Fig. 1: PDN straps and rails
Bar = 50 um. Pins as bars on the die edge. Tap cells in gray.
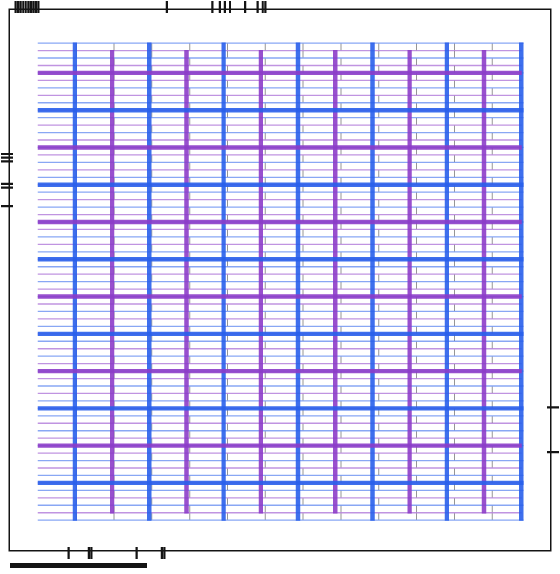
Fig. 2: placed cells, one color a class
Bar = 50 um.
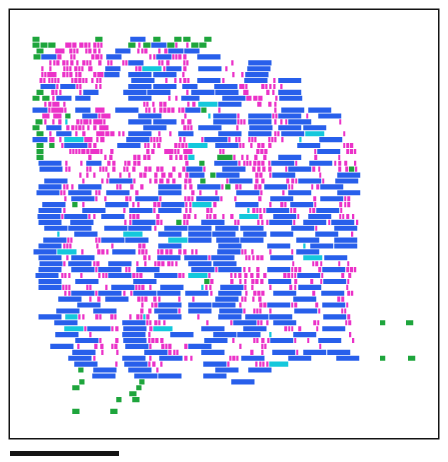
Fig. 3: clock distribution
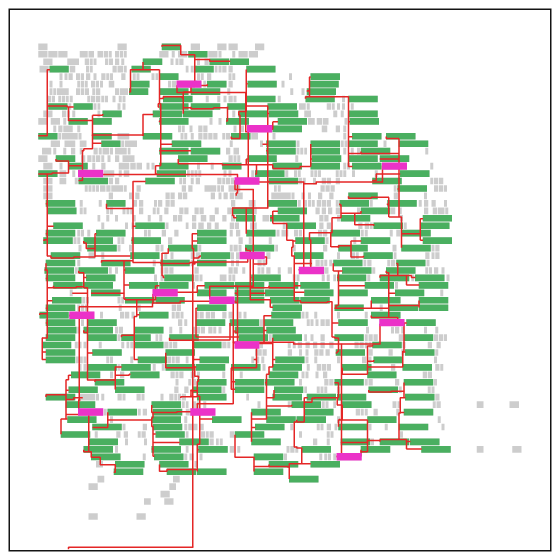
## config.mk

```make
export PLATFORM = sky130hd
export DESIGN_NAME = fifo_param_umbrales
export DESIGN_NICKNAME = d
export VERILOG_FILES = /design/src/rtl/fifo_param_umbrales.sv
export SDC_FILE = /design/constraint.sdc
export NUM_CORES = 1
export LEC_CHECK = 0
export ABC_AREA = 1
export CORE_MARGIN = 10
export CORE_UTILIZATION = 38
export CTS_CLUSTER_DIAMETER = 200
export CTS_CLUSTER_SIZE = 25
export DETAILED_ROUTE_END_ITERATION = 6
export MAX_ROUTING_LAYER = met4
export SYNTH_ARGS = -nofsm -noshare
export SYNTH_HDL_FRONTEND = slang
export SYNTH_SLANG_ARGS = --single-unit
export TNS_END_PERCENT = 100
```

## constraint.sdc

```tcl
create_clock -name clk -period 3.6 [get_ports clk]
set_input_delay 0.54 -clock clk [delete_from_list [all_inputs] [get_ports clk]]
set_output_delay 0.54 -clock clk [all_outputs]
set_load 0.05 [all_outputs]
```

## src/rtl/fifo_param_umbrales.sv

```systemverilog
// Single-clock FIFO with programmable almost-full/empty thresholds, occupancy, sticky errors and flush.
// Read latency 1 cycle (FWFT=0) or 0 (FWFT=1); writes while full are dropped and flagged, never stalled.
module fifo_param_umbrales #(
   parameter int WIDTH    = 8,
   parameter int DEPTH    = 32,
   parameter int AF_LEVEL = DEPTH - 4,
   parameter int AE_LEVEL = 4,
   parameter bit FWFT     = 1'b0
) (
   input  logic                       clk,
   input  logic                       rst,
   input  logic                       clear,
   input  logic [WIDTH-1:0]           data_in,
   input  logic                       wr_en,
   input  logic                       rd_en,
   output logic [WIDTH-1:0]           data_out,
   output logic                       vacio,
   output logic                       lleno,
   output logic                       casi_vacio,
   output logic                       casi_lleno,
   output logic [$clog2(DEPTH+1)-1:0] nivel,
   output logic                       overflow,
   output logic                       underflow
);

   localparam int PW = $clog2(DEPTH);
   localparam int LW = $clog2(DEPTH + 1);
   localparam logic [PW-1:0] PTR_LAST = PW'(DEPTH - 1);
   localparam logic [LW-1:0] LVL_FULL = LW'(DEPTH);
   localparam logic [LW-1:0] LVL_AF   = LW'(AF_LEVEL);
   localparam logic [LW-1:0] LVL_AE   = LW'(AE_LEVEL);

   logic [WIDTH-1:0] mem [DEPTH];
   logic [PW-1:0]    wr_ptr;
   logic [PW-1:0]    rd_ptr;
   logic [LW-1:0]    nivel_nxt;
   logic             rd_acc;
   logic             wr_acc;

   // vacio/lleno are active-low, so they read directly as "has data" / "has room".
   assign rd_acc = rd_en & vacio;
   assign wr_acc = wr_en & (lleno | rd_acc);

   // Explicit wrap keeps non-power-of-two depths correct.
   function automatic logic [PW-1:0] bump(input logic [PW-1:0] p);
      return (p == PTR_LAST) ? '0 : p + 1'b1;
   endfunction

   always_comb begin
      nivel_nxt = nivel;
      if (wr_acc && !rd_acc)
         nivel_nxt = nivel + 1'b1;
      else if (rd_acc && !wr_acc)
         nivel_nxt = nivel - 1'b1;
   end

   always_ff @(posedge clk) begin
      if (rst || clear) begin
         wr_ptr     <= '0;
         rd_ptr     <= '0;
         nivel      <= '0;
         vacio      <= 1'b0;
         lleno      <= 1'b1;
         casi_vacio <= 1'b1;
         casi_lleno <= 1'b0;
         overflow   <= 1'b0;
         underflow  <= 1'b0;
      end else begin
         if (wr_acc)
            wr_ptr <= bump(wr_ptr);
         if (rd_acc)
            rd_ptr <= bump(rd_ptr);
         nivel      <= nivel_nxt;
         vacio      <= (nivel_nxt != '0);
         lleno      <= (nivel_nxt != LVL_FULL);
         casi_vacio <= (nivel_nxt <= LVL_AE);
         casi_lleno <= (nivel_nxt >= LVL_AF);
         if (wr_en && !wr_acc)
            overflow <= 1'b1;
         if (rd_en && !rd_acc)
            underflow <= 1'b1;
      end
   end

   always_ff @(posedge clk) begin
      if (!rst && !clear && wr_acc)
         mem[wr_ptr] <= data_in;
   end

   generate
      if (FWFT) begin : g_fwft
         assign data_out = mem[rd_ptr];
      end else begin : g_reg
         always_ff @(posedge clk) begin
            if (rst || clear)
               data_out <= '0;
            else if (rd_acc)
               data_out <= mem[rd_ptr];
         end
      end
   endgenerate

endmodule
```

==> flow_summary.ini <==
; generated from flow reports
[status]
status = finished clean

[logic_synthesis]
ys_types = 29
syn-num-nets = 1124
edf_count = 256
syn_area_mm2 = 0.01191
top_area_frac = 0.6454
xor_area_frac = 0.0007354
synth_chip_area_mm2 = 0.01191
synthAdderAreaFrac = 0.009455
yosys_warnings = 0
ys_sh_aoi = 0.03005
ys_cells = 1102
syn_avg_cell_area_um2 = 10.81
ys_ff = 286
common_cells = 361 x nand2_1, 256 x edfxtp_1, 182 x nand3_1
simple_gate_area_frac = 0.2246

[routing]
route.detailed.drc = 0
wl_met1_um = 12810
antenna_left = 0
wl_per_cell_um = 19.40

[layout]
logic_gates = 706
final_area_mm2 = 0.01306
largest_registers = mem: 256 flops, data_out: 8 flops, nivel: 6 flops
buf_share = 0.03641
nNonClkBuffers = 51
finalNonFillerCells = 1520
flop_area_mm2 = 0.008293
seq_area_frac = 0.6350
logic_area_mm2 = 0.003154
comb_area_frac = 0.2415
clock_area_frac = 0.03324
n_all_inverters = 55
largest_reg_flops = 256
area_delta_synth_final_pct = 9.654

[place]
portBuffers = 32
dp_slack_ps = 689.9
place_area_mm2 = 0.01263
hpwl_um = 18420
gp_congestion = 0.8688

[critical_path]
cpPeakStageDelay_ps = 880
crit_fanout = 9
crit_required_ps = 3060
worstPathArrival_ps = 1910
critPathLaunch = nivel[2]

[global_route]
grt_max_degree = 105
grt_use_met1 = 0.1998
antenna_found_initial = 0
grt_pass1_wl_um = 45150

[power_and_ir_drop]
p_switching_uw = 1248
p_clk_uw = 1830
p_sw_frac = 0.2171
peakVddDrop_mv = 0.3827
p_int_uw = 4501
p_comb_uw = 287

[final_timing]
layout_setup_ws_ps = 1147
finalHoldViolCount = 0
worstMarginPinSlew_ps = 927.8
report.final.slew_viol_count = 0
fmax_mhz = 407.6
period_minus_slack_ps = 2453

[floorplanning]
taps = 396
fp.dieW_um = 197.0
die_y_um = 197.0
core_area_mm2 = 0.03075

[min_path]
min-delay-start = overflow

[clock_network]
cts.path.max_buffers = 3
cts_resized = 0
clock-sinks = 286
-- Fig. 1 (at the start) --
VDD: marked purple. VSS: marked blue.
65 met1 rails follow the rows. The core has 64 rows. 396 tap cells.

-- Fig. 2 (at the start) --
other buffers and delay cells: marked green, cells 51, share of their area 3.8%. flip-flops: marked blue, cells 286, share of their area 66%. clock drivers and dummy loads: marked cyan, cells 26, share of their area 3.5%. all other logic: marked magenta, cells 761, share of their area 27%.

-- Fig. 3 (at the start) --
clock wires: marked red, length 2,960 um. cells driving clock nets: marked magenta, count 15. flip-flops: marked green, count 286.
There are 16 routed clock nets.

cell usage in the layout (no fill, tap or decap), types with 2 or more instances in the layout:
master,n
nand2_2,4
clkinv_1,3
nor2_1,60
nand3_1,182
nand3_2,2
nor2_4,3
o211ai_1,3
clkbuf_16,15
o21ai_0,20
inv_1,45
o21ai_1,3
inv_2,6
nor3_1,6
buf_4,18
ha_1,9
a21oi_1,36
nand2_1,361
clkbuf_1,9
clkdlybuf4s50_1,32
nand4_1,10
dfxtp_1,28
edfxtp_1,256
worst register-to-register path, cell delays in order (launching register included):
cell and delay [ps]:
dfxtp_1 320, buf_4 250, clkinv_1 580, nor2_1 560, a21oi_1 140, nand3_1 140
nand3_1 140, nand2_1 110, inv_1 40
